$ cat config.mk
export PLATFORM = sky130hd
export DESIGN_NAME = up_counter_ctrl
export DESIGN_NICKNAME = d
export VERILOG_FILES = /design/src/rtl/up_counter_ctrl.sv
export SDC_FILE = /design/constraint.sdc
export NUM_CORES = 1
export LEC_CHECK = 0
export ABC_AREA = 1
export CORE_AREA = 2 2 42 44
export DETAILED_ROUTE_END_ITERATION = 8
export DIE_AREA = 0 0 44 46
export DONT_BUFFER_PORTS = 1
export GPL_ROUTABILITY_DRIVEN = 1
export SKIP_CTS_REPAIR_TIMING = 1
export SYNTH_ARGS = -nofsm -noshare
export SYNTH_HDL_FRONTEND = slang
export SYNTH_SLANG_ARGS = --single-unit
$ cat constraint.sdc
create_clock -name clk -period 1.35 [get_ports clk]
set_input_delay 0.27 -clock clk [delete_from_list [all_inputs] [get_ports clk]]
set_output_delay 0.27 -clock clk [all_outputs]
set_load 0.01 [all_outputs]
$ cat src/rtl/up_counter_ctrl.sv
// Up-counter with IDLE/RUN/DONE control, parallel load, programmable limit
// and a one-cycle terminal-count pulse (wrap or one-shot stop at limit).
module up_counter_ctrl #(
   parameter int unsigned WIDTH = 4
) (
   input  logic             clk,
   input  logic             reset,
   input  logic             start,
   input  logic             stop,
   input  logic             load,
   input  logic [WIDTH-1:0] load_val,
   input  logic [WIDTH-1:0] limit,
   input  logic             one_shot,
   output logic [WIDTH-1:0] count,
   output logic             tc,
   output logic             running,
   output logic             done
);

   typedef enum logic [1:0] {
      IDLE = 2'd0,
      RUN  = 2'd1,
      DONE = 2'd2
   } state_e;

   state_e           state_q, state_d;
   logic [WIDTH-1:0] count_q, count_d;
   logic             tc_q, tc_d;

   // Next state: stop > load > start > terminal check > increment
   always_comb begin
      state_d = state_q;
      count_d = count_q;
      tc_d    = 1'b0;
      unique case (state_q)
         IDLE: begin
            if (stop) begin
               state_d = IDLE;
            end else if (load) begin
               count_d = load_val;
            end else if (start) begin
               state_d = RUN;
            end
         end
         RUN: begin
            if (stop) begin
               state_d = IDLE;
            end else if (load) begin
               count_d = load_val;
            end else if (count_q == limit) begin
               tc_d = 1'b1;
               if (one_shot) begin
                  state_d = DONE;
               end else begin
                  count_d = '0;
               end
            end else begin
               count_d = count_q + WIDTH'(1);
            end
         end
         DONE: begin
            if (stop) begin
               state_d = IDLE;
            end else if (load) begin
               count_d = load_val;
               state_d = IDLE;
            end else if (start) begin
               count_d = '0;
               state_d = RUN;
            end
         end
         default: begin
            state_d = IDLE;
         end
      endcase
   end

   always_ff @(posedge clk) begin
      if (reset) begin
         state_q <= IDLE;
         count_q <= '0;
         tc_q    <= 1'b0;
      end else begin
         state_q <= state_d;
         count_q <= count_d;
         tc_q    <= tc_d;
      end
   end

   assign count   = count_q;
   assign tc      = tc_q;
   assign running = (state_q == RUN);
   assign done    = (state_q == DONE);

endmodule

Fig. 1: run 1, signal wires on met3
Bar = 10 microns.
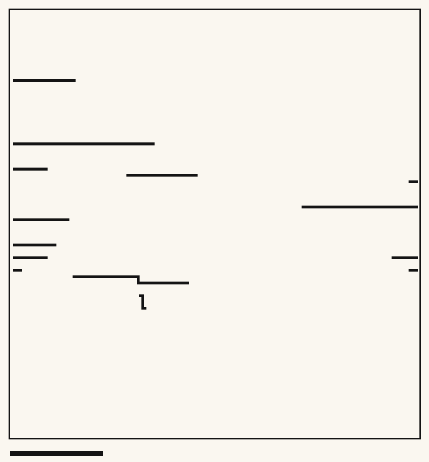
longest straight run: 14.9 microns
main direction: horizontal
wire length on this layer: 77.2 microns
nets with wire on the layer: 13
share of all routed wire: 4.6%
total number of vias: 732
GR Util met3: 0.0437
total wire length: 1.70 mm

Fig. 2: run 1, placement view
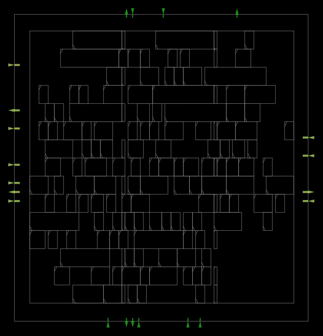
sequential cell area share: 0.163
core box area: 1610 sq um
final core utilization: 0.567
seq_cells: 7
# fillers: 174

==> run notes, run 1 <==
fresh numbers from the pnr run: Worst Hold Slack 0.0790 ns, Nets at Floorplan 132, DP HPWL 1.34 mm, Area Growth Syn to Fin 38.1%, worst-margin pin slew 0.319 ns, Comb gate area 519 sq um, top logic cell by instance count in the layout nand2_1, TritonCTS clock tree done, clkbuf count 4, Final Critical Period 1.38 ns, nets 153, CP Data Arrival Time 1.52 ns, nonclk buf count 16, WL per Instance 11.3 microns, number of enable flip-flop cells 0, yosys synthesis chip area 663 sq um, final setup vio count 5, FP Util 0.411, Startpoint Class flip-flop, most frequent cells in the layout nand2_1 (33), nor2_1 (15), inv_1 (14), buf_4 (14), nand3_1 (9), status complete, but fails checks, final hold violation count 0, ys cells 113, die area 2020 sq um, Worst setup EP type flip-flop, leading area contributor after synthesis dfxtp_1, total I/O pin count 21, CP peak stage delay 0.38 ns, Cell area leaders dfxtp_1 (21%), nand2_1 (20%), nor2_1 (10%), ha_1 (9.4%), inv_1 (9.1%), Synth Area per Inst 5.87 sq um, Synth top cell by count nand2_1, Hold Startpoint reset, initial antenna violation count 0, CP top delay family simple AND/OR/NAND/NOR gates, Main logic family simple AND/OR/NAND/NOR gates, Post-synth ARST share 0, setup slack after layout -0.0278 ns, Total Power 928 uW, Overflow after GRT 0, Net Sw Power 365 uW, reg2reg setup slack -0.03 ns, clk_lat worst skew 0.26 ns, vias in the first global route 665, top-area cell type share of the netlist area 0.211, Adder Area Share 0.0943, worst-path fanout max 8, Rel. slew slack 0.786, Cell Chain, Critical Path inv_4 -> ha_4 -> nor2_2 -> nor3_2 -> nand2_2 -> nor2_1 -> nor2_1, CTS H-tree depth 1, R2R depth 7, maximum clock rate 726 MHz, synth warn 0, failing checks negative setup slack, AND/OR/NAND/NOR Cells, Area Fraction 0.517, n_taps 17, Seq/Total Area, Yosys 0.211, Registers, synthesis 7, mux frac, synth 0, worst slack, placed -0.143 ns, cts bufs inserted 3, Hold Path Sink state_q[0], PortBufs 0, first-pass GRT wire length 2.68 mm
Fig. 3: run 1, cells colored by class
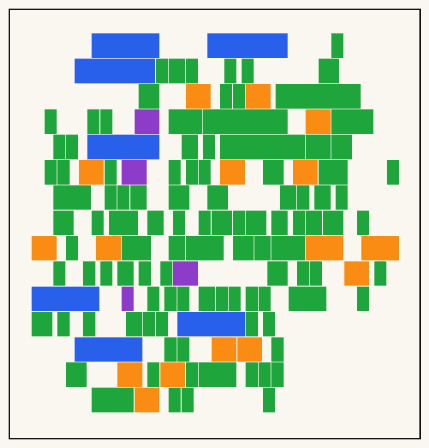
legend:
  blue:
    class: flops
    cells: 7
  green:
    class: all other logic
    cells: 106
  purple:
    class: clock drivers and dummy loads
    cells: 4
  orange:
    class: other buffers and delay cells
    cells: 16
Rows: 15
final instance area: 916 sq um

[run 1: metal layers]
layer / part of all wire / global-route usage / up-vias
met3: 0.045 / 0.0437 / 2
met1: 0.45 / 0.197 / 324
met2: 0.50 / 0.335 / 17
met5: 0 / 0 / -
li1: - / - / 389
met4: 0.012 / 0.0909 / 0
[run 1: power groups by stage]
stage	clock network [uW]	registers, uW	logic [uW]
after detailed placement	0	270	415
after global routing	218	274	512
after floorplan	0	283	254
after global placement	0	270	408
final	198	269	461
after CTS	202	266	419
[run 1: per-stage QoR]
stage | cell area, sq um | utilization
global placement | 835 | 0.517
finish | 916 | 0.567
global route | 916 | 0.567
detailed placement | 835 | 0.517
floorplan | 693 | -
CTS | 861 | 0.533
[run 1: flip-flops by register name, summed over array words and instances, names as in the netlist]
signal,flops
count,4
state_q,2
tc,1
Fig. 4: run 1, cell density map
9 x 9 tiles, from white (low) to dark blue (high), 0 to 100% covered.
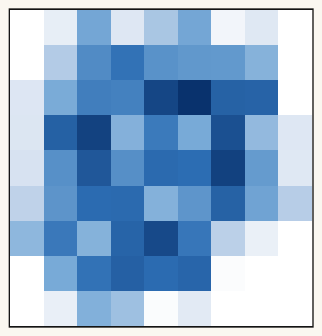

==> run 2, diff against run 1 <==
--- a/config.mk
+++ b/config.mk
@@ -7,6 +7,7 @@
 export LEC_CHECK = 0
 export ABC_AREA = 1
 export CORE_AREA = 2 2 42 44
+export CTS_BUF_LIST = sky130_fd_sc_hd__clkbuf_2 sky130_fd_sc_hd__clkbuf_4 sky130_fd_sc_hd__clkbuf_8
 export DETAILED_ROUTE_END_ITERATION = 8
 export DIE_AREA = 0 0 44 46
 export DONT_BUFFER_PORTS = 1
Fig. 5: run 2, cell density map
9 x 9 tiles, from white (low) to dark blue (high), 0 to 100% covered.
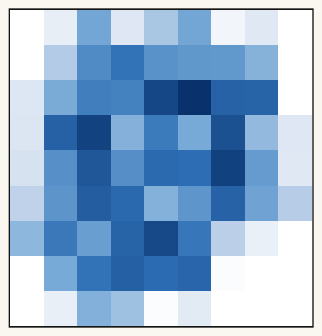
nearly empty tiles: 16%
fullest tile: 99%
mean over tiles: 44%
emptiest ninth of the die: south-east
tiles over 75% full: 24%

==> run 2 against run 1 <==
  * The flow still finishes with violations (negative setup slack)
  * Cell count unchanged
  * Worst setup slack got worse by 0.0017 ns
  * Combinational power barely moved
  * Maximum frequency decreased by 0.12%
  * Synthesized cell count unchanged
  * Sequential share of layout area fell by 0.066 points
  * Critical path depth unchanged
  * First-iteration DRC count rose by 10%
  * Largest cell class unchanged
==> run notes, run 2 <==
fresh numbers from the pnr run: final setup vio count 5, most frequent cells in the layout nand2_1 (33), nor2_1 (15), inv_1 (14), buf_4 (14), nand3_1 (9), Synth Area per Inst 5.87 sq um, core box area 1610 sq um, PortBufs 0, worst slack, placed -0.143 ns, CTS H-tree depth 1, ys cells 113, mux frac, synth 0, met3 wire length 103 microns, reg2reg setup slack -0.03 ns, failing checks negative setup slack, seq_cells 7, GR Util met2 0.335, Leading power group combinational logic, worst-path fanout max 8, # fillers 172, nonclk buf count 16, Comb gate area 519 sq um, Adder Area Share 0.0943, Final Critical Period 1.38 ns, AND/OR/NAND/NOR Cells, Area Fraction 0.517, total I/O pin count 21, synth warn 0, sequential cell area share 0.162, Seq/Total Area, Yosys 0.211, number of enable flip-flop cells 0, Clock Sinks 7, Total Power 949 uW, metal1 wirelength 733 microns, Cell Chain, Critical Path inv_4 -> ha_4 -> nor2_2 -> nor3_2 -> nand2_2 -> nor2_1 -> nor2_1, n_taps 17, setup slack after layout -0.0295 ns, maximum clock rate 725 MHz, P_seq 270 uW, clkbuf count 4, status complete, but fails checks, Area Growth Syn to Fin 38.7%, clk_lat worst skew 0.26 ns, CP peak stage delay 0.38 ns, met2 WL 834 microns, R2R depth 7, max reg flops 4, yosys synthesis chip area 663 sq um, first-pass GRT wire length 2.68 mm, comb pwr 461 uW, nets 153, Hold Startpoint reset, Net Sw Power 366 uW, GR Util met3 0.0437, final hold violation count 0, leading area contributor after synthesis dfxtp_1, Hold Path Sink state_q[0], Clk power 219 uW, Cell area leaders dfxtp_1 (21%), nand2_1 (20%), nor2_1 (10%), ha_1 (9.4%), inv_1 (9.1%), initial antenna violation count 0, top-area cell type share of the netlist area 0.211, total wire length 1.70 mm, Worst setup EP type flip-flop, worst-margin pin slew 0.318 ns, Post-synth ARST share 0, die area 2020 sq um, TritonCTS clock tree done, DP HPWL 1.34 mm, FP Util 0.411, CP top delay family simple AND/OR/NAND/NOR gates, M1 GR Usage 0.197, Startpoint Class flip-flop
[run 2: cell counts after synthesis]
Identical to the previous run, type by type.
[run 2: worst max-delay path by stage]
stage,startpoint,endpoint,cells past startpoint
4_1_cts,state_q[0],count[3],7
3_5_place_dp,state_q[0],count[3],7
5_1_grt,state_q[0],count[0],8
6_report,state_q[0],count[3],7
3_3_place_gp,state_q[0],count[2],7
2_1_floorplan,state_q[0],count[0],8
[run 2: stage by stage]
step	util	instance area, sq um	hold WS, ns	std cells
2_1_floorplan	-	693	0.329	113
3_3_place_gp	0.517	835	0.334	146
3_5_place_dp	0.517	835	0.338	146
4_1_cts	0.536	865	0.0712	150
5_1_grt	0.570	920	0.0627	150
6_report	0.570	920	0.0783	150
==> run 3, diff against run 2 <==
--- a/config.mk
+++ b/config.mk
@@ -12,6 +12,7 @@
 export DIE_AREA = 0 0 44 46
 export DONT_BUFFER_PORTS = 1
 export GPL_ROUTABILITY_DRIVEN = 1
+export HOLD_SLACK_MARGIN = 0.02
 export SKIP_CTS_REPAIR_TIMING = 1
 export SYNTH_ARGS = -nofsm -noshare
 export SYNTH_HDL_FRONTEND = slang
Fig. 6: run 3, placement view
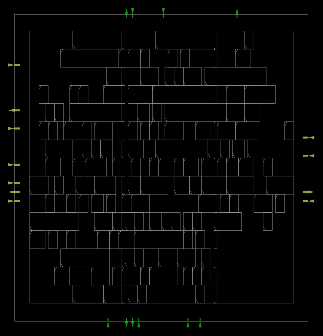
# fillers: 172
n_taps: 17
final core utilization: 0.570

==> run 3 against run 2 <==
  * Largest cell class unchanged
  * Clock-buffer cell count unchanged
  * The run still ends with negative setup slack left
  * Critical path type unchanged
  * Critical path depth unchanged
  * Hold slack unchanged
  * Power unchanged
  * Via count unchanged
  * Clock power about the same
==> run notes, run 3 <==
fresh numbers from the pnr run: status complete, but fails checks, failing checks negative setup slack, total wire length 1.70 mm, PortBufs 0, Worst Hold Slack 0.0783 ns, Adder Area Share 0.0943, nonclk buf count 16, synth warn 0, FP Util 0.411, Cell Chain, Critical Path inv_4 -> ha_4 -> nor2_2 -> nor3_2 -> nand2_2 -> nor2_1 -> nor2_1, nets 153, AND/OR/NAND/NOR Cells, Area Fraction 0.517, Overflow after GRT 0, GR Util met2 0.335, final hold violation count 0, metal1 wirelength 733 microns, M1 GR Usage 0.197, GR Util met3 0.0437, Main logic family simple AND/OR/NAND/NOR gates, Synth Area per Inst 5.87 sq um, CP peak stage delay 0.38 ns, first-pass GRT wire length 2.68 mm, Worst setup EP type flip-flop, die area 2020 sq um, Final Critical Period 1.38 ns, GRT Max-Usage Layer met2, clkbuf count 4, Comb gate area 519 sq um, DP HPWL 1.34 mm, vias in the first global route 665, mux frac, synth 0, met3 wire length 103 microns, Total Power 949 uW, number of enable flip-flop cells 0, reg2reg setup slack -0.03 ns, total number of vias 733, clk_lat worst skew 0.26 ns, core box area 1610 sq um, Area Growth Syn to Fin 38.7%, top logic cell by instance count in the layout nand2_1, Registers, synthesis 7, Hold Path Sink state_q[0], setup slack after layout -0.0295 ns, maximum clock rate 725 MHz, final instance area 920 sq um, initial antenna violation count 0, Startpoint Class flip-flop, Clock Sinks 7, R2R depth 7, final setup vio count 5, Rows 15, CTS H-tree depth 1, Synth top cell by count nand2_1, Post-synth ARST share 0, WL per Instance 11.3 microns, Hold Startpoint reset, top layer in use met4, worst-path fanout max 8, met2 WL 834 microns, Seq/Total Area, Yosys 0.211, top-area cell type share of the netlist area 0.211
==> run 3: cell counts after synthesis <==
Identical to the previous run, type by type.
==> run 3: report_power, final <==
group          leakage, uW  internal, uW  total (uW)  switching (uW)
combinational     0.000407           212         461             248
clock            0.0000184           133         219            85.2
sequential       0.0000593           237         270            32.7
total             0.000485           583         949             366
==> run 3: worst max path at each step <==
stage / startpoint / to / slack, ns / cells after the start
after global routing: state_q[0] / count[0] / -0.12 / 8
final: state_q[0] / count[3] / -0.03 / 7
after global placement: state_q[0] / count[2] / -0.12 / 7
after detailed placement: state_q[0] / count[3] / -0.14 / 7
after CTS: state_q[0] / count[3] / -0.14 / 7
after floorplan: state_q[0] / count[0] / 0.01 / 8
No activity file was given, so power comes from the tool's default toggle rates.
